[config.mk]
export PLATFORM = sky130hd
export DESIGN_NAME = apb3_master_bridge_flat
export DESIGN_NICKNAME = d
export VERILOG_FILES = /design/src/rtl/apb3_master_bridge_if.sv /design/src/rtl/apb3_master_bridge.sv /design/src/flat_wrapper.sv
export SDC_FILE = /design/constraint.sdc
export NUM_CORES = 1
export LEC_CHECK = 0
export CAP_MARGIN = 20
export CORE_MARGIN = 4
export CORE_UTILIZATION = 42
export DETAILED_ROUTE_END_ITERATION = 10
export GPL_ROUTABILITY_DRIVEN = 0
export PLACE_DENSITY = 0.91
export SLEW_MARGIN = 10
export SYNTH_ARGS = -nofsm -noshare
export SYNTH_HDL_FRONTEND = slang
export SYNTH_SLANG_ARGS = --single-unit
[constraint.sdc]
create_clock -name PCLK -period 4.8 [get_ports PCLK]
set_input_delay 0.48 -clock PCLK [delete_from_list [all_inputs] [get_ports PCLK]]
set_output_delay 0.48 -clock PCLK [all_outputs]
set_load 0.01 [all_outputs]
[src/rtl/apb3_master_bridge_if.sv]
// Bus bundle between the CPU load/store port, the bridge and the APB3 target.
// The master modport is the bridge's view; the slave modport is the CPU and peripheral side.
interface apb3_master_bridge_if #(
  parameter int ADDR_W = 32,
  parameter int DATA_W = 32
);
  logic              cpu_req_valid;
  logic              cpu_req_ready;
  logic [ADDR_W-1:0] cpu_req_addr;
  logic [DATA_W-1:0] cpu_req_wdata;
  logic              cpu_req_write;
  logic              cpu_rsp_valid;
  logic [DATA_W-1:0] cpu_rsp_rdata;
  logic              cpu_rsp_err;
  logic [ADDR_W-1:0] PADDR;
  logic              PSEL;
  logic              PENABLE;
  logic              PWRITE;
  logic [DATA_W-1:0] PWDATA;
  logic [DATA_W-1:0] PRDATA;
  logic              PREADY;
  logic              PSLVERR;

  modport master (
    input  cpu_req_valid, cpu_req_addr, cpu_req_wdata, cpu_req_write,
    input  PRDATA, PREADY, PSLVERR,
    output cpu_req_ready, cpu_rsp_valid, cpu_rsp_rdata, cpu_rsp_err,
    output PADDR, PSEL, PENABLE, PWRITE, PWDATA
  );

  modport slave (
    output cpu_req_valid, cpu_req_addr, cpu_req_wdata, cpu_req_write,
    output PRDATA, PREADY, PSLVERR,
    input  cpu_req_ready, cpu_rsp_valid, cpu_rsp_rdata, cpu_rsp_err,
    input  PADDR, PSEL, PENABLE, PWRITE, PWDATA
  );
endinterface

[src/rtl/apb3_master_bridge.sv]
// CPU request/response to APB3 initiator: one transfer at a time, wait states honoured,
// slave errors reported, and transfers stuck beyond TIMEOUT wait cycles aborted.
module apb3_master_bridge #(
  parameter int ADDR_W  = 32,
  parameter int DATA_W  = 32,
  parameter int TIMEOUT = 255
) (
  input  logic                  PCLK,
  input  logic                  PRESETN,
  apb3_master_bridge_if.master  bus
);

  localparam int CNT_W = (TIMEOUT > 0) ? $clog2(TIMEOUT + 1) : 1;
  localparam int TO_LIM = (TIMEOUT > 0) ? TIMEOUT - 1 : 0;
  // Abort fires from the last wait cycle, so the counter is compared to TIMEOUT-1.
  localparam logic [CNT_W-1:0] TO_LAST = CNT_W'(TO_LIM);
  localparam logic [CNT_W-1:0] CNT_MAX = {CNT_W{1'b1}};

  typedef enum logic [1:0] {IDLE, SETUP, ACCESS} state_t;

  state_t            state_q;
  logic [ADDR_W-1:0] paddr_q;
  logic [DATA_W-1:0] pwdata_q;
  logic              pwrite_q;
  logic              psel_q;
  logic              penable_q;
  logic              rsp_valid_q;
  logic [DATA_W-1:0] rsp_rdata_q;
  logic              rsp_err_q;
  logic [CNT_W-1:0]  cnt_q;

  always_ff @(posedge PCLK or negedge PRESETN) begin
    if (!PRESETN) begin
      state_q     <= IDLE;
      paddr_q     <= '0;
      pwdata_q    <= '0;
      pwrite_q    <= 1'b0;
      psel_q      <= 1'b0;
      penable_q   <= 1'b0;
      rsp_valid_q <= 1'b0;
      rsp_rdata_q <= '0;
      rsp_err_q   <= 1'b0;
      cnt_q       <= '0;
    end else begin
      rsp_valid_q <= 1'b0;
      unique case (state_q)
        IDLE: begin
          if (bus.cpu_req_valid) begin
            paddr_q   <= bus.cpu_req_addr;
            pwdata_q  <= bus.cpu_req_wdata;
            pwrite_q  <= bus.cpu_req_write;
            psel_q    <= 1'b1;
            penable_q <= 1'b0;
            cnt_q     <= '0;
            state_q   <= SETUP;
          end
        end
        SETUP: begin
          penable_q <= 1'b1;
          state_q   <= ACCESS;
        end
        ACCESS: begin
          // Completion takes priority over a timeout reached in the same cycle.
          if (bus.PREADY) begin
            psel_q      <= 1'b0;
            penable_q   <= 1'b0;
            rsp_valid_q <= 1'b1;
            rsp_err_q   <= bus.PSLVERR;
            rsp_rdata_q <= (pwrite_q || bus.PSLVERR) ? '0 : bus.PRDATA;
            state_q     <= IDLE;
          end else if ((TIMEOUT != 0) && (cnt_q == TO_LAST)) begin
            psel_q      <= 1'b0;
            penable_q   <= 1'b0;
            rsp_valid_q <= 1'b1;
            rsp_err_q   <= 1'b1;
            rsp_rdata_q <= '0;
            state_q     <= IDLE;
          end else if (cnt_q != CNT_MAX) begin
            cnt_q <= cnt_q + 1'b1;
          end
        end
        default: state_q <= IDLE;
      endcase
    end
  end

  assign bus.cpu_req_ready = (state_q == IDLE);
  assign bus.cpu_rsp_valid = rsp_valid_q;
  assign bus.cpu_rsp_rdata = rsp_rdata_q;
  assign bus.cpu_rsp_err   = rsp_err_q;
  assign bus.PADDR         = paddr_q;
  assign bus.PWDATA        = pwdata_q;
  assign bus.PWRITE        = pwrite_q;
  assign bus.PSEL          = psel_q;
  assign bus.PENABLE       = penable_q;

endmodule

[src/flat_wrapper.sv]
// flat-port wrapper written by rule: the top's interface ports become plain ports
module apb3_master_bridge_flat 
#(
  parameter int ADDR_W  = 32,
  parameter int DATA_W  = 32,
  parameter int TIMEOUT = 255
)
  (PCLK, PRESETN, bus_cpu_req_valid, bus_cpu_req_addr, bus_cpu_req_wdata, bus_cpu_req_write, bus_PRDATA, bus_PREADY, bus_PSLVERR, bus_cpu_req_ready, bus_cpu_rsp_valid, bus_cpu_rsp_rdata, bus_cpu_rsp_err, bus_PADDR, bus_PSEL, bus_PENABLE, bus_PWRITE, bus_PWDATA);
  apb3_master_bridge_if #(.ADDR_W(ADDR_W), .DATA_W(DATA_W)) bus_i ();
  input  logic PCLK;
  input  logic PRESETN;
  input wire logic [$bits(bus_i.cpu_req_valid)-1:0] bus_cpu_req_valid;
  input wire logic [$bits(bus_i.cpu_req_addr)-1:0] bus_cpu_req_addr;
  input wire logic [$bits(bus_i.cpu_req_wdata)-1:0] bus_cpu_req_wdata;
  input wire logic [$bits(bus_i.cpu_req_write)-1:0] bus_cpu_req_write;
  input wire logic [$bits(bus_i.PRDATA)-1:0] bus_PRDATA;
  input wire logic [$bits(bus_i.PREADY)-1:0] bus_PREADY;
  input wire logic [$bits(bus_i.PSLVERR)-1:0] bus_PSLVERR;
  output wire logic [$bits(bus_i.cpu_req_ready)-1:0] bus_cpu_req_ready;
  output wire logic [$bits(bus_i.cpu_rsp_valid)-1:0] bus_cpu_rsp_valid;
  output wire logic [$bits(bus_i.cpu_rsp_rdata)-1:0] bus_cpu_rsp_rdata;
  output wire logic [$bits(bus_i.cpu_rsp_err)-1:0] bus_cpu_rsp_err;
  output wire logic [$bits(bus_i.PADDR)-1:0] bus_PADDR;
  output wire logic [$bits(bus_i.PSEL)-1:0] bus_PSEL;
  output wire logic [$bits(bus_i.PENABLE)-1:0] bus_PENABLE;
  output wire logic [$bits(bus_i.PWRITE)-1:0] bus_PWRITE;
  output wire logic [$bits(bus_i.PWDATA)-1:0] bus_PWDATA;
  assign bus_i.cpu_req_valid = bus_cpu_req_valid;
  assign bus_i.cpu_req_addr = bus_cpu_req_addr;
  assign bus_i.cpu_req_wdata = bus_cpu_req_wdata;
  assign bus_i.cpu_req_write = bus_cpu_req_write;
  assign bus_i.PRDATA = bus_PRDATA;
  assign bus_i.PREADY = bus_PREADY;
  assign bus_i.PSLVERR = bus_PSLVERR;
  assign bus_cpu_req_ready = bus_i.cpu_req_ready;
  assign bus_cpu_rsp_valid = bus_i.cpu_rsp_valid;
  assign bus_cpu_rsp_rdata = bus_i.cpu_rsp_rdata;
  assign bus_cpu_rsp_err = bus_i.cpu_rsp_err;
  assign bus_PADDR = bus_i.PADDR;
  assign bus_PSEL = bus_i.PSEL;
  assign bus_PENABLE = bus_i.PENABLE;
  assign bus_PWRITE = bus_i.PWRITE;
  assign bus_PWDATA = bus_i.PWDATA;
  apb3_master_bridge #(.ADDR_W(ADDR_W), .DATA_W(DATA_W), .TIMEOUT(TIMEOUT)) u_core (.PCLK(PCLK), .PRESETN(PRESETN), .bus(bus_i));
endmodule
Figure 1. Cell classes on the final placement (run 1).
The bar under the picture is 20 um long.
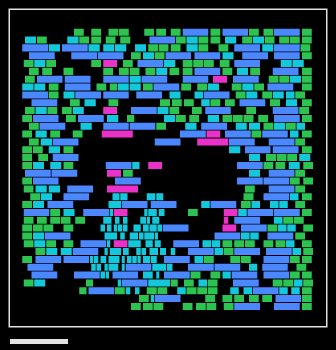
[cyan] combinational and other logic | cells: 165 | share of their area: 22%
[green] remaining buffers and delay cells | cells: 207 | share of their area: 32%
[magenta] clock drivers and dummy loads | cells: 14 | share of their area: 3.6%
[blue] sequential cells | cells: 111 | share of their area: 43%

Figure 2. Gate families picked out (run 1).
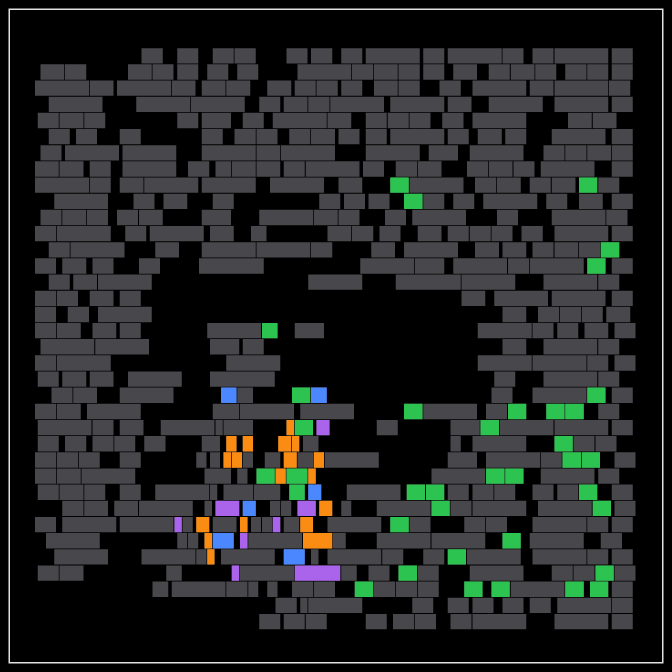
[orange] nand cells | cells: 18
[green] non-inverting ao/oa cells | cells: 37
[purple] nor cells | cells: 8 | where: south
[blue] and/or cells | cells: 6 | where: south

==> job_summary.md, run 1 <==
### Flow metrics

| Metric | Value |
|---|---|
| Top Ports | `around 200` |
| DR vias | `between 3000 and 4000` |
| Critical path endpoint | `u_core.bus.PADDR[11]$_DFFE_PN0P_` |
| Post-CTS sizing | `0` |
| Status | `completed` |
| Htree depth | `3` |
| Worst setup SP type | `input pin` |
| Setup TNS | `0 ps` |
| Met3 GRT Util | `0.0757` |
| First-pass GRT wire length | `17.2 mm` |
| DRC viols | `0` |
| Area after DPL | `around 6500 um2` |
| Crit path DAT | `~2700 ps` |
| Floorplan Nets | `just under 400` |
| Tcrit/Tclk final | `0.505` |
| Reg2reg end | `u_core.bus.PADDR[11]$_DFFE_PN0P_` |
| Final WL | `11.3 mm` |
| Detailed placement HPWL | `roughly 8.6 mm` |
| Synth Seq Share | `0.639` |
| Pre-CTS setup slack | `1990 ps` |
| Chip Width | `approximately 110 um` |
| Number of max-cap violations | `0` |
| All-Layer GR Usage | `0.186` |
Figure 3. Where the registers sit (run 1).
The bar under the picture is 20 um long. Other sequential cells in the stronger grey, the rest of the logic in the fainter grey.
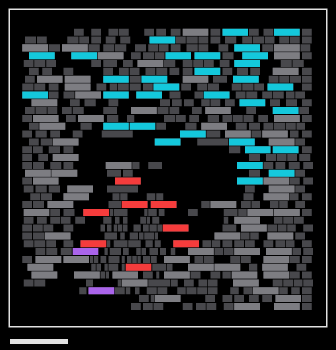
[cyan] u_core.bus.PWDATA | sequential cells: 32
[red] u_core.cnt_q | sequential cells: 8
[purple] u_core.state_q | sequential cells: 2
not coloured: 69

Figure 4. Clock distribution (run 1).
The bar under the picture is 20 um long.
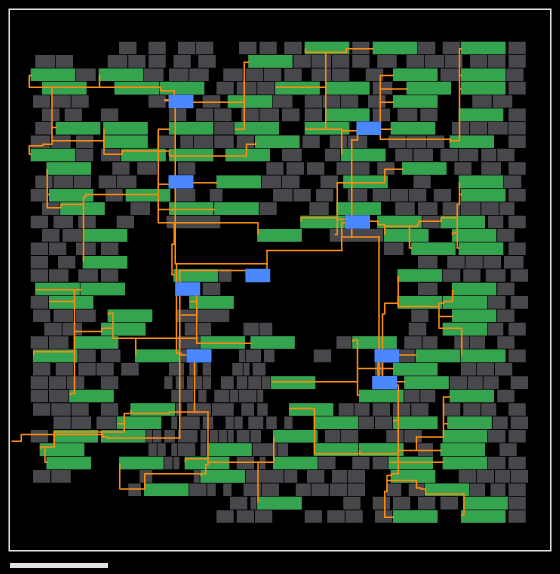
[orange] clock wires | length: 1200 um
[blue] clock drivers | count: 9
[green] flip-flops | count: 111
routed clock nets: 10

run 1: synthesized netlist by cell type (2+ instances only):
cell      count  area share
a22o_1       31       0.062
inv_1         5      0.0043
dfrtp_1     111        0.64
nand2_1       7      0.0060
nand3_1       5      0.0058
nand2b_1      3      0.0043
nand4_1       2      0.0029
a21oi_1       8      0.0092
nor2_1        4      0.0035
mux2_1       30       0.078
o21ai_0       6      0.0069
buf_2         7      0.0081
ha_1          2      0.0058
buf_6         8       0.021
and3_1        2      0.0029
mux2_2       35       0.091
or4_1         2      0.0035
o211ai_1      3      0.0052
run 1: layout make-up:
type	instances	area (um2)
clock inverter	4	95.1
timing repair buffer	207	2060
clock buffer	10	138
fill	714	3220
sequential	111	2780
inverter	5	18.8
multi-input combinational	160	1440
tap	133	166
run 1: per-layer routing:
metal,up-vias,part of all wire,routed length (um)
met5,-,0,0
met4,0,0.013,148
met3,11,0.12,1330
met2,150,0.50,5700
met1,1566,0.37,4150
li1,1467,-,-
run 1: critical path, cell delays in order:
cell	delay (ps)
clkdlybuf4s50_1	520
o21bai_2	140
nor2_4	630
buf_4	480
mux2_2	390
run 1: kinds of logic (layout without fill, tap and decap cells):
group,after synthesis,count (layout),share of synthesized area
flip-flops,111,111,0.639
multiplexers,65,65,0.168
AND-OR/OR-AND,61,61,0.109
AND/OR/NAND/NOR,32,32,0.0443
buffers and inverters,20,226,0.0331
adder cells (fa/ha/maj),2,2,0.00576
Figure 5. Track usage over the die (run 1).
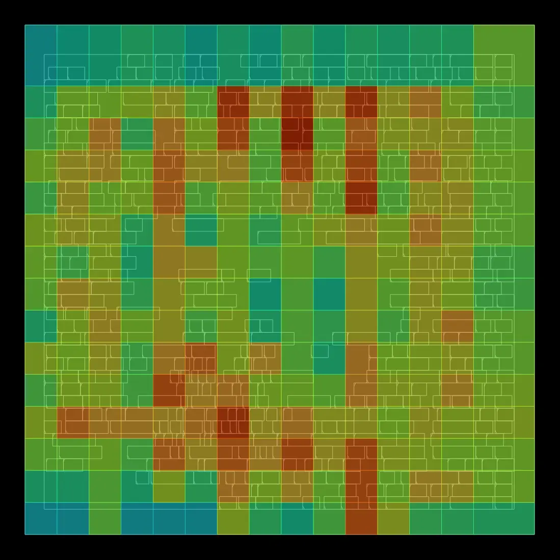

--- run 2 (diff from run 1) ---
--- a/config.mk
+++ b/config.mk
@@ -7,10 +7,10 @@
 export LEC_CHECK = 0
 export CAP_MARGIN = 20
 export CORE_MARGIN = 4
-export CORE_UTILIZATION = 42
+export CORE_UTILIZATION = 37
 export DETAILED_ROUTE_END_ITERATION = 10
 export GPL_ROUTABILITY_DRIVEN = 0
-export PLACE_DENSITY = 0.91
+export PLACE_DENSITY = 0.85
 export SLEW_MARGIN = 10
 export SYNTH_ARGS = -nofsm -noshare
 export SYNTH_HDL_FRONTEND = slang
==> constraint.sdc (replaced) <==
create_clock -name PCLK -period 2.05 [get_ports PCLK]
set_input_delay 0.205 -clock PCLK [delete_from_list [all_inputs] [get_ports PCLK]]
set_output_delay 0.205 -clock PCLK [all_outputs]
set_load 0.01 [all_outputs]
Figure 6. Track usage over the die (run 2).
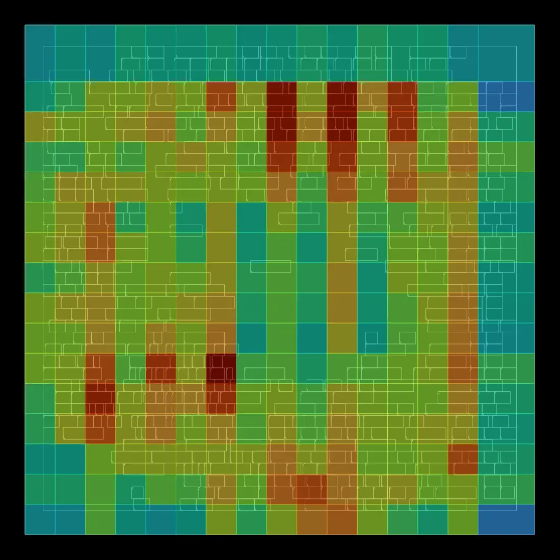
post-layout util: 0.600
All-Layer GR Usage: 0.171
met1 Use GR: 0.204
met3 GRT Util: 0.0430

==> run 2 against run 1 <==
Against the previous run: via count increased by 2.2%; area after synthesis unchanged; setup slack lost 2200 ps; final cell count increased by 3.8%; die size rose by 12%; synthesized cell count unchanged; sequential share of layout area decreased by 1.1 points; register-to-register slack worse by 2200 ps; critical path depth up 1.
==> job_summary.md, run 2 <==
### Flow metrics

| Metric | Value |
|---|---|
| Tcrit/Tclk final | `0.907` |
| Unique cell type count in the Yosys netlist | `38 (unchanged)` |
| Number of buffers added on ports | `203 (unchanged)` |
| Mux share | `0.168 (unchanged)` |
| Post-synth top cells | `dfrtp_1, mux2_2, a22o_1, mux2_1 (unchanged)` |
| Worst path bufs/invs | `1 (was 2)` |
| Top cell type by total area after synthesis | `dfrtp_1 (unchanged)` |
| DR vias | `3264 (was 3194)` |
| Top Ports | `204 (unchanged)` |
| Clk_lat worst skew | `340 ps (was 360 ps)` |
| Fin cells | `654 (was 630)` |
| Htree depth | `3 (unchanged)` |
| Detailed placement HPWL | `8.91 mm (was 8.55 mm)` |
| Chip Width | `116 um (was 110 um)` |
| Top cells by area | `dfrtp_1, mux2_2, mux2_1, a22o_1, buf_6 (unchanged)` |
| Largest net degree at the start of global routing | `45 (was 65)` |
| Critical-path cell list | `inv_1 > ha_1 > o211ai_1 > o21bai_1 > or4_1 > nand3_1 (was clkdlybuf4s50_1 > o21bai_2 > nor2_4 > buf_4 > mux2_2)` |
| Crit path max-delay cell type | `or4_1 (was nor2_4)` |
| Most frequent cell after synthesis | `dfrtp_1 (unchanged)` |
| Yosys aoi share | `0.109 (unchanged)` |
| Setup TNS | `0 ps (unchanged)` |
| CP peak stage delay | `490 ps (was 630 ps)` |
| Post-CTS sizing | `0 (unchanged)` |
| Simple share | `0.0443 (unchanged)` |
| Worst reg2reg path startpoint | `u_core.cnt_q[0]$_DFFE_PN0P_ (was u_core.state_q[1]$_DFFE_PN0P_)` |
| TritonCTS Sinks | `111 (unchanged)` |
| Synth Seq Share | `0.639 (unchanged)` |
| Worst setup SP type | `flop (was input pin)` |
| Area after DPL | `6610 um2 (was 6460 um2)` |
| DRC viols | `0 (unchanged)` |
| Dominant comb cell | `multiplexers (unchanged)` |
| Final instance area | `6880 um2 (was 6690 um2)` |
| Yosys adder share | `0.00576 (unchanged)` |
| Pre-CTS setup slack | `78.9 ps (was 1990 ps)` |
| Final WL | `11.6 mm (was 11.3 mm)` |
| Status | `completed (unchanged)` |
| First-pass GRT wire length | `18.1 mm (was 17.2 mm)` |
| Crit path DAT | `2130 ps (was 2660 ps)` |
| XOR-XNOR Cells, Area Fraction | `0 (unchanged)` |
| Cell family with most CP delay | `simple AND/OR/NAND/NOR gates (was buffers and inverters)` |
| Area leader share | `0.639 (unchanged)` |
| Floorplan Nets | `395 (unchanged)` |
| Number of max-cap violations | `0 (unchanged)` |
Figure 7. Gate families picked out (run 2).
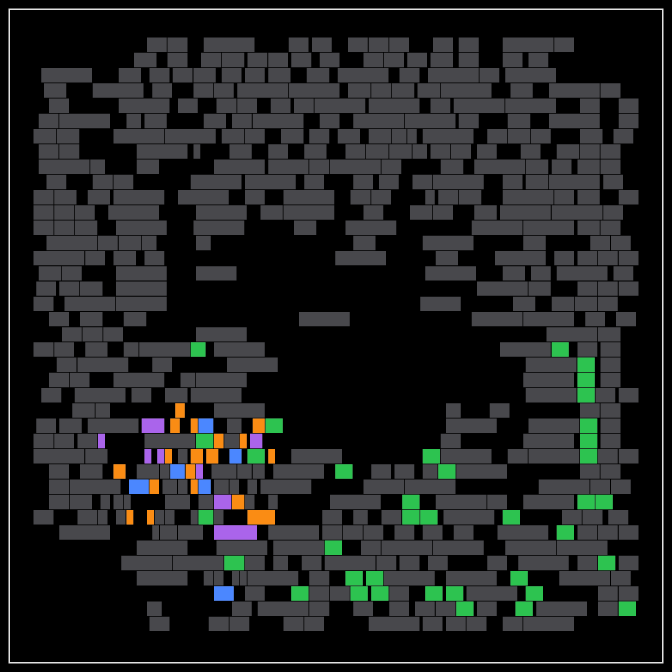
most frequent logic cell in the layout: clkdlybuf4s50_1
Comb area share: 0.209

==> run 2: cell counts after synthesis <==
No cell type changed its count.
==> run 2: path summary, 6_finish.rpt <==
| path | to | slack [ps] | cells after the start |
|---|---|---|---|
| worst max-delay path | u_core.cnt_q[6]$_DFFE_PN0P_ | 190 | 6 |
| worst min register to register | u_core.bus.PWDATA[15]$_DFFE_PN0P_ | 490 | 1 |
| worst min-delay path | u_core.cnt_q[1]$_DFFE_PN0P_ | 330 | 2 |
| worst max register to register | u_core.cnt_q[6]$_DFFE_PN0P_ | 190 | 6 |
| min in group PCLK | u_core.bus.cpu_rsp_rdata[10]$_DFFE_PN0P_ | 460 | 2 |
| max in group asynchronous | u_core.bus.PADDR[16]$_DFFE_PN0P_ | 1160 | 3 |
==> run 2: timing repair <==
item	4_1_cts	5_1_grt
setup endpoints to repair	0	0
hold endpoints to repair	27	0
hold buffers	1	0
buffers inserted	0	0
==> run 2: final cells by class <==
cell class / instances / area, um2
clock buffers: 10 / 229
clock inverters: 6 / 37.5
fillers: 924 / 4590
inverters: 5 / 18.8
multi-input cells: 160 / 1440
flip-flops and latches: 111 / 2780
well taps: 143 / 179
repair buffers: 219 / 2200
==> run 2: metal layers <==
layer | track usage | vias to the layer above | share of wire | wire length, um
met4 | 0.0735 | 0 | 0.023 | 269
met3 | 0.0430 | 22 | 0.083 | 954
met2 | 0.293 | 155 | 0.52 | 5980
met5 | 0 | - | 0 | 0
li1 | - | 1499 | - | -
met1 | 0.204 | 1588 | 0.38 | 4360
Figure 8. Where the registers sit (run 2).
The bar under the picture is 20 um long. Other sequential cells in the stronger grey, the rest of the logic in the fainter grey.
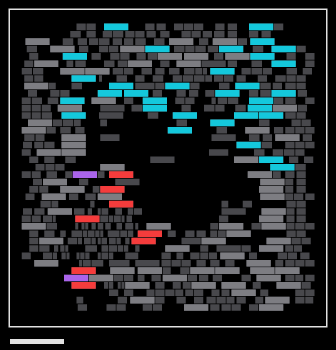

--- run 3 (diff from run 2) ---
==> constraint.sdc (replaced) <==
create_clock -name PCLK -period 2.05 [get_ports PCLK]
set_input_delay 0.205 -clock PCLK [delete_from_list [all_inputs] [get_ports PCLK]]
set_output_delay 0.205 -clock PCLK [all_outputs]
set_load 0.1 [all_outputs]
Figure 9. Where the registers sit (run 3).
The bar under the picture is 20 um long. Other sequential cells in the stronger grey, the rest of the logic in the fainter grey.
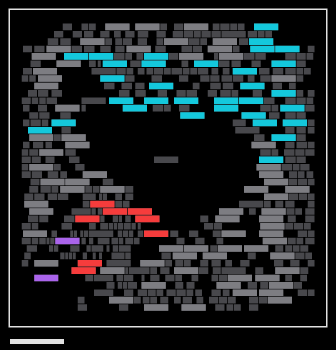
[cyan] u_core.bus.PWDATA | sequential cells: 32
[red] u_core.cnt_q | sequential cells: 8
[purple] u_core.state_q | sequential cells: 2
not coloured: 69

==> run 3 against run 2 <==
Against the previous run: critical path depth stayed put; maximum frequency is 3.4% lower; die size stayed put; non-clock buffer count fell by 9; via count down 1.2%; final cell count down 1.5%; critical endpoint is now u_core.cnt_q[3]$_DFFE_PN0P_; highest routed layer unchanged.
==> job_summary.md, run 3 <==
### Flow metrics

| Metric | Value |
|---|---|
| Status | `completed (unchanged)` |
| Area leader share | `0.639 (unchanged)` |
| Number of buffers added on ports | `203 (unchanged)` |
| CP peak stage delay | `510 ps (was 490 ps)` |
| Unique cell type count in the Yosys netlist | `38 (unchanged)` |
| Post-CTS setup buffer count | `0 (unchanged)` |
| Met3 GRT Util | `0.0472 (was 0.0430)` |
| Sequential cell area | `2780 um2 (unchanged)` |
| Top cells by area | `dfrtp_1, mux2_2, mux2_1, a22o_1, buf_6 (unchanged)` |
| Met2 Use GR | `0.272 (was 0.293)` |
| All-Layer GR Usage | `0.161 (was 0.171)` |
| Pre-CTS setup slack | `163 ps (was 78.9 ps)` |
| Number of max-cap violations | `0 (unchanged)` |
| Critical-path cell list | `inv_1 > ha_1 > o211ai_1 > o21ai_1 > or4_1 > nand3_1 (was inv_1 > ha_1 > o211ai_1 > o21bai_1 > or4_1 > nand3_1)` |
| Largest net degree at the start of global routing | `68 (was 45)` |
| MI comb area | `1440 um2 (unchanged)` |
| Worst setup SP type | `flop (unchanged)` |
| Tcrit/Tclk final | `0.938 (was 0.907)` |
| WL met1 | `4.06 mm (was 4.36 mm)` |
| First-pass GRT wire length | `16.9 mm (was 18.1 mm)` |
| Crit path DAT | `2210 ps (was 2130 ps)` |
| Synth Seq Share | `0.639 (unchanged)` |
| Grt peak-use layer | `met2 (unchanged)` |
| Final WL | `11.0 mm (was 11.6 mm)` |
| Most frequent cell after synthesis | `dfrtp_1 (unchanged)` |
Figure 10. Cell classes on the final placement (run 3).
The bar under the picture is 20 um long.
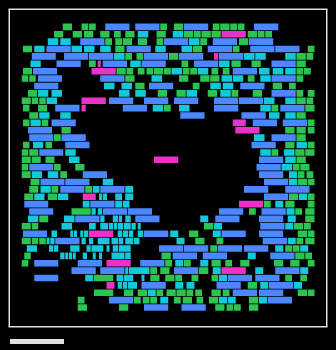
[green] remaining buffers and delay cells | cells: 210 | share of their area: 29%
[cyan] combinational and other logic | cells: 165 | share of their area: 23%
[blue] sequential cells | cells: 111 | share of their area: 44%
[magenta] clock drivers and dummy loads | cells: 15 | share of their area: 4.3%

-- run 3: cell counts after synthesis --
No cell type changed its count.
-- run 3: area by class of cell --
type,instances,area share
well taps,143,0.0273
clock buffers,12,0.0391
inverters,5,0.00286
flip-flops and latches,111,0.424
repair buffers,210,0.285
clock inverters,3,0.00286
multi-input cells,160,0.219
-- run 3: how the worst max path moves through the flow --
stage / from / end / slack (ps) / depth (start not counted)
3_3_place_gp: bus_cpu_req_valid / u_core.bus.PADDR[16]$_DFFE_PN0P_ / 220 / 5
3_5_place_dp: bus_cpu_req_valid / u_core.bus.PADDR[13]$_DFFE_PN0P_ / 160 / 5
6_report: u_core.cnt_q[0]$_DFFE_PN0P_ / u_core.cnt_q[3]$_DFFE_PN0P_ / 130 / 6
4_1_cts: u_core.cnt_q[0]$_DFFE_PN0P_ / u_core.cnt_q[3]$_DFFE_PN0P_ / 140 / 6
2_1_floorplan: u_core.state_q[1]$_DFFE_PN0P_ / bus_cpu_req_ready / 150 / 1
5_1_grt: u_core.cnt_q[0]$_DFFE_PN0P_ / u_core.cnt_q[3]$_DFFE_PN0P_ / 20 / 6
-- run 3: cell families (layout without fill, tap and decap cells) --
logic type	Yosys count	count (layout)	share of synthesized area
fa+ha+maj	2	2	0.00576
compound gates	61	61	0.109
mux	65	65	0.168
flops	111	111	0.639
buf+inv	20	230	0.0331
simple gates	32	32	0.0443
-- run 3: worst register-to-register path, delay by kind of cell (launching register included) --
family | cells | cell delay (ps)
simple gates | 2 | 610
compound gates | 2 | 530
flops | 1 | 430
fa+ha+maj | 1 | 230
buf+inv | 1 | 70
-- run 3: what timing repair did --
action                    4_1_cts  5_1_grt
gates resized                   0        0
hold endpoints to repair      111        0
hold buffers                    1        0
